### The clock network

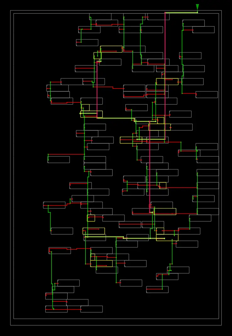
### Met4 routing

Supply wires on this layer in grey.
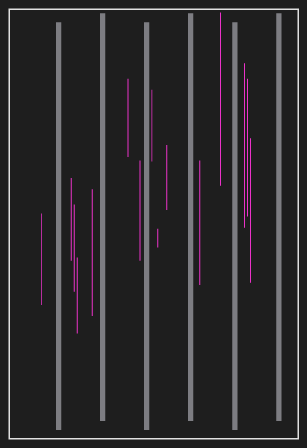
### Clock distribution

Scale bar: 20 microns.
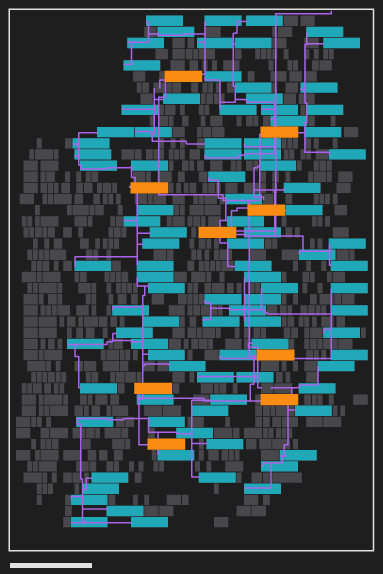
### Sequential cells coloured by netlist name

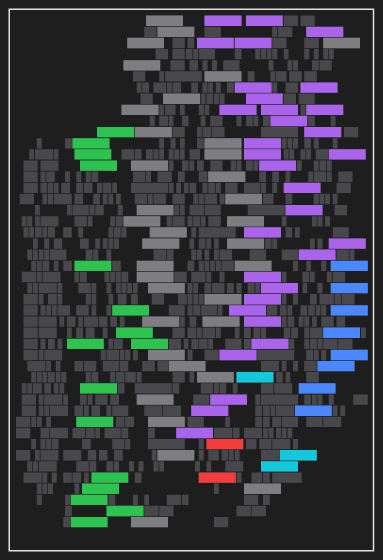
### src/rtl/slip_hdr_gen.sv
// Header source for the SLIP framer: emits a sequence number plus a snapshot of the
// running data-symbol counter every i_period accepted symbols, and null headers on request.
module slip_hdr_gen #(
    parameter int unsigned SYMBOL_WIDTH = 8,
    parameter int unsigned CNT_WIDTH    = 32,
    parameter int unsigned PERIOD_WIDTH = 16
) (
    input  logic                    clk,
    input  logic                    rst,
    input  logic [PERIOD_WIDTH-1:0] i_period,
    input  logic                    i_dat_xfer,
    input  logic                    i_null_req,
    output logic [SYMBOL_WIDTH-1:0] o_hdr_data,
    output logic                    o_hdr_null,
    output logic                    o_hdr_last,
    output logic                    o_hdr_valid,
    input  logic                    i_hdr_ready,
    output logic                    o_overrun
);

    localparam int unsigned HDR_SYMBOLS = 1 + CNT_WIDTH / SYMBOL_WIDTH;
    localparam int unsigned IDX_WIDTH   = $clog2(HDR_SYMBOLS);
    localparam logic [IDX_WIDTH-1:0] LAST_IDX = IDX_WIDTH'(HDR_SYMBOLS - 1);

    typedef enum logic [1:0] {
        StIdle,
        StSend,
        StNull
    } state_e;

    state_e                  state_q, state_d;
    logic [CNT_WIDTH-1:0]    tot_cnt_q, tot_cnt_d;
    logic [PERIOD_WIDTH-1:0] phase_q, phase_d;
    logic                    pend_per_q, pend_per_d;
    logic                    pend_null_q, pend_null_d;
    logic [SYMBOL_WIDTH-1:0] seq_q, seq_d;
    logic [IDX_WIDTH-1:0]    idx_q, idx_d;
    logic [CNT_WIDTH-1:0]    snap_q, snap_d;
    logic                    overrun_q, overrun_d;

    logic                    per_take;
    logic                    null_take;
    logic                    per_hit;
    logic [PERIOD_WIDTH:0]   phase_inc;
    logic [SYMBOL_WIDTH-1:0] hdr_data;

    // Period tracking; the compare is one bit wider so phase+1 cannot wrap.
    always_comb begin
        phase_inc = {1'b0, phase_q} + {{PERIOD_WIDTH{1'b0}}, 1'b1};
        per_hit   = i_dat_xfer && (i_period != '0) && (phase_inc >= {1'b0, i_period});
        phase_d   = phase_q;
        if (i_period == '0) begin
            phase_d = '0;
        end else if (i_dat_xfer) begin
            phase_d = per_hit ? '0 : phase_inc[PERIOD_WIDTH-1:0];
        end
    end

    always_comb begin
        tot_cnt_d   = tot_cnt_q + CNT_WIDTH'(i_dat_xfer);
        pend_per_d  = per_hit | (pend_per_q & ~per_take);
        overrun_d   = overrun_q | (per_hit & pend_per_q & ~per_take);
        pend_null_d = i_null_req | (pend_null_q & ~null_take);
    end

    // Symbol 0 is the sequence number; the rest are snapshot bytes, LSB first.
    always_comb begin
        hdr_data = seq_q;
        for (int unsigned i = 0; i < HDR_SYMBOLS - 1; i++) begin
            if (idx_q == IDX_WIDTH'(i + 1)) begin
                hdr_data = snap_q[i*SYMBOL_WIDTH +: SYMBOL_WIDTH];
            end
        end
    end

    always_comb begin
        state_d     = state_q;
        idx_d       = idx_q;
        seq_d       = seq_q;
        snap_d      = snap_q;
        per_take    = 1'b0;
        null_take   = 1'b0;
        o_hdr_valid = 1'b0;
        o_hdr_null  = 1'b0;
        o_hdr_last  = 1'b0;
        o_hdr_data  = '0;
        unique case (state_q)
            StIdle: begin
                if (pend_per_q) begin
                    snap_d   = tot_cnt_q;
                    idx_d    = '0;
                    per_take = 1'b1;
                    state_d  = StSend;
                end else if (pend_null_q) begin
                    null_take = 1'b1;
                    state_d   = StNull;
                end
            end
            StSend: begin
                o_hdr_valid = 1'b1;
                o_hdr_data  = hdr_data;
                o_hdr_last  = (idx_q == LAST_IDX);
                if (i_hdr_ready) begin
                    idx_d = idx_q + 1'b1;
                    if (idx_q == LAST_IDX) begin
                        seq_d   = seq_q + 1'b1;
                        state_d = StIdle;
                    end
                end
            end
            StNull: begin
                o_hdr_valid = 1'b1;
                o_hdr_null  = 1'b1;
                if (i_hdr_ready) begin
                    state_d = StIdle;
                end
            end
            default: state_d = StIdle;
        endcase
    end

    assign o_overrun = overrun_q;

    always_ff @(posedge clk or posedge rst) begin
        if (rst) begin
            state_q     <= StIdle;
            tot_cnt_q   <= '0;
            phase_q     <= '0;
            pend_per_q  <= 1'b0;
            pend_null_q <= 1'b0;
            seq_q       <= '0;
            idx_q       <= '0;
            snap_q      <= '0;
            overrun_q   <= 1'b0;
        end else begin
            state_q     <= state_d;
            tot_cnt_q   <= tot_cnt_d;
            phase_q     <= phase_d;
            pend_per_q  <= pend_per_d;
            pend_null_q <= pend_null_d;
            seq_q       <= seq_d;
            idx_q       <= idx_d;
            snap_q      <= snap_d;
            overrun_q   <= overrun_d;
        end
    end

endmodule

### config.mk
export PLATFORM = sky130hd
export DESIGN_NAME = slip_hdr_gen
export DESIGN_NICKNAME = d
export VERILOG_FILES = /design/src/rtl/slip_hdr_gen.sv
export SDC_FILE = /design/constraint.sdc
export NUM_CORES = 1
export LEC_CHECK = 0
export ABC_AREA = 1
export CAP_MARGIN = 0
export CORE_ASPECT_RATIO = 1.5
export CORE_MARGIN = 1
export CORE_UTILIZATION = 50
export CTS_CLUSTER_SIZE = 8
export DETAILED_ROUTE_END_ITERATION = 10
export PLACE_DENSITY = 0.74
export SLEW_MARGIN = 10
export SYNTH_ARGS = -nofsm -noshare
export SYNTH_HDL_FRONTEND = slang
export SYNTH_SLANG_ARGS = --single-unit
### constraint.sdc
create_clock -name clk -period 7.1 [get_ports clk]
set_input_delay 1.42 -clock clk [delete_from_list [all_inputs] [get_ports clk]]
set_output_delay 1.42 -clock clk [all_outputs]
set_load 0.05 [all_outputs]
==> changes_impl.md <==
### Metrics

* Outcome: finished, final reports clean
* Grt total ovfl at 0
* Die x size at 88.5 microns
* Worst hold path type: reg2reg
* WHS Path Cells at 2
* Critical Path AT at 2.98 ns
* Required @ worst endpoint at 5.68 ns
* Number of max-slew violations in the final report at 0
* Combinational share of cell area at 0.439
* Adder share at 0.0624
* Resized cells post-CTS at 0
* Uppermost layer routed: met4
* Via density per instance at 5.25
* Initial antenna violation count at 0
* Critical setup path kind: reg2out
* WL/cell at 14.7 microns
* Yosys Instances at 681
* EDFF count, synth at 0
* Logic area at 2790 sq um
* Leading cell kind: multi-input combinational cells
* HP Start: o_overrun
* Top cells, area: dfrtp_1 43%, nand2_1 11%, xor2_1 6.4%
* NumNets Final at 762
* CP endpoint kind: output pin
* Area Overhead vs Synth at 13.1%
* Cells after DPL at 849
* Bufs w/o clock at 34
* Share of layout cells above drive strength 1 at 0.100
* Non-Filler Instances at 865
* Simple-gate share of the synthesized area at 0.284
* Aoi share at 0.0561
* Leak Pwr at 3.30 nW
* CP startpoint: idx_q[0]
* Unique cell types at 32
* Gr usage total at 0.240
* P per Cell Area at 223 nW/um^2
* Final setup vio count at 0
* Area share, top type at 0.428
* Dominant comb cell: simple AND/OR/NAND/NOR gates
* Residual DRC at 0
* Synth flops at 96
* FP Core Util at 0.511
* Worst hold endpoint: o_overrun
* Mapped Nets at 730
* CP Max Fanout at 8
* 1st-pass router iterations at 5
* Top post-synthesis cells by count: 172 x nand2_1, 96 x dfrtp_1, 87 x inv_1, 45 x nor2_1, 41 x xor2_1
* Multi-input gates at 476
* Final hold vios at 0
* Synthesized area at 5620 sq um
* Critical path destination: o_hdr_data[1]
* Setup WS pre-CTS at 3.06 ns
* CP startpoint kind: register
* Clock Sinks at 96
* R2r startpoint: phase_q[0]
* RSZ-0062 raised after global routing: no
* Post-layout period usage at 0.620
* PnR worst setup slack at 2.70 ns
* Xor-xnor portion of the synthesized cell area at 0.0717
* Data buffer area share at 0.0528
* First-pass GRT wire length at 21.5 mm
* Maxcap violations at 0
* Reg2reg path depth at 15
* Dominant cell type by area after synthesis: dfrtp_1
* FP Rows at 47
* Slew @ Worst Pin at 0.862 ns
* Top-count cell post-synth: nand2_1
* Clk root buf: clkbuf_16
* Mux share at 0.0220
* Clk tree area frac at 0.0441
* Global-route track usage on met1 at 0.276
* Largest net degree at the start of global routing at 68
* Reg2Reg Setup Slack at 4.00 ns
* H-tree levels at 3
* Post-DP HPWL at 9.80 mm
* Hold slack at 0.467 ns
* Routed Antenna Nets at 0
* GP Congestion at 0.994
* Routed met1 length at 5.04 mm
* Yosys warns at 0
* Slew margin rel. at 0.426
* Syn Inst Count at 681
* Biggest regs: snap_q: 32 flops, tot_cnt_q: 32 flops, phase_q: 16 flops
* # diodes at 0
* Async S/R FF share, synth at 1.00
* CTS clk-pin slew, worst paths at 0.07 ns
* Final Critical Period at 4.40 ns
* Placed cell area at 6070 sq um
* Flop count at 96
* Power Total at 1.42 mW
* Hold Buf Count CTS at 0
* GR Util met2 at 0.429
* Met2 wire len at 6.90 mm
* Clkbuf count at 9
* Fin area at 6350 sq um
* Setup Buffers After CTS at 0
* Die area at 11700 sq um
* Buffers on Ports at 32
* CTS tree: built
* Iteration-0 DRC Markers at 273
* Max Root-Sink Buffers at 2
* Setup TNS at 0 ns
* Top Layout Cells: 172 x nand2_1, 96 x dfrtp_1, 86 x inv_1
* Vias in the first global route at 4610
* Die height at 132 microns
* Tap cells at 147
* Fmax at 227 MHz
* Ports at 33
* Chip Area, Yosys at 5620 sq um
* VDD IR max at 0.124 mV
* Tool warnings at 31
* Top cell excl fill/tap: nand2_1
* Routed wl met3 at 287 microns
* Seq/Total Area, Yosys at 0.428
* FILL cells at 1028
* Core area at 11000 sq um
* Most used DFF post-synth: dfrtp_1
* Syn Area/Cell at 8.25 sq um
* Inverters, non-clock at 96
* GR peak layer: met2
* M3 GR Usage at 0.0276
* Critical R2R Capture: o_overrun
Notes on 'The clock network' above:
Max Clock Skew: 0.00817 ns
total CTS buffers: 9

Notes on 'Met4 routing' above:
The longest straight run is 53.0 microns. The layer carries 471 microns of wire. 12 nets have wire on it. The layer holds 3.7% of the routed length.
detailed-route via count: 4543
drt total wl: 12.7 mm

Notes on 'Clock distribution' above:
Cyan is flip-flops, count 96. Orange is cells driving clock nets, count 9. Purple is clock wires, length 1120 microns.
Position of the flops: widely spread. There are 10 routed clock nets.
Late-Pin Clk Latency: 0.35 ns
clock power share: 0.323
P_clk: 457 uW

Notes on 'Sequential cells coloured by netlist name' above:
Purple is snap_q, sequential cells 32. Green is phase_q, sequential cells 16. Cyan is idx_q, sequential cells 3. Red is state_q, sequential cells 2. Blue is seq_q, sequential cells 8.
Another 35 sequential cells are not coloured.
flop share of the area: 0.378
Seq. pwr: 656 uW
FF+latch area: 2400 sq um
fin util: 0.578

## where the power goes
part,switching [mW],total [mW],internal [mW]
registers,0.0553,0.656,0.600
clock network,0.216,0.457,0.240
logic,0.198,0.303,0.105
total,0.470,1.42,0.946
## cells by family (layout without fill, tap and decap cells)
family,Yosys count,count (layout)
AND-OR/OR-AND,54,54
multiplexers,11,11
XOR/XNOR,46,46
flip-flops,96,96
adder cells (fa/ha/maj),28,28
buffers and inverters,109,146
AND/OR/NAND/NOR,337,337
## critical path, cell delays in order (launching register included)
cell and delay [ns]:
dfrtp_1 0.40, inv_1 0.11, ha_1 0.20, nand2_1 0.18, inv_1 0.09, nor2_1 0.50, o221ai_1 0.26, nand2_1 0.10
clkdlybuf4s50_1 0.80
No activity file was given, so power comes from the tool's default toggle rates.
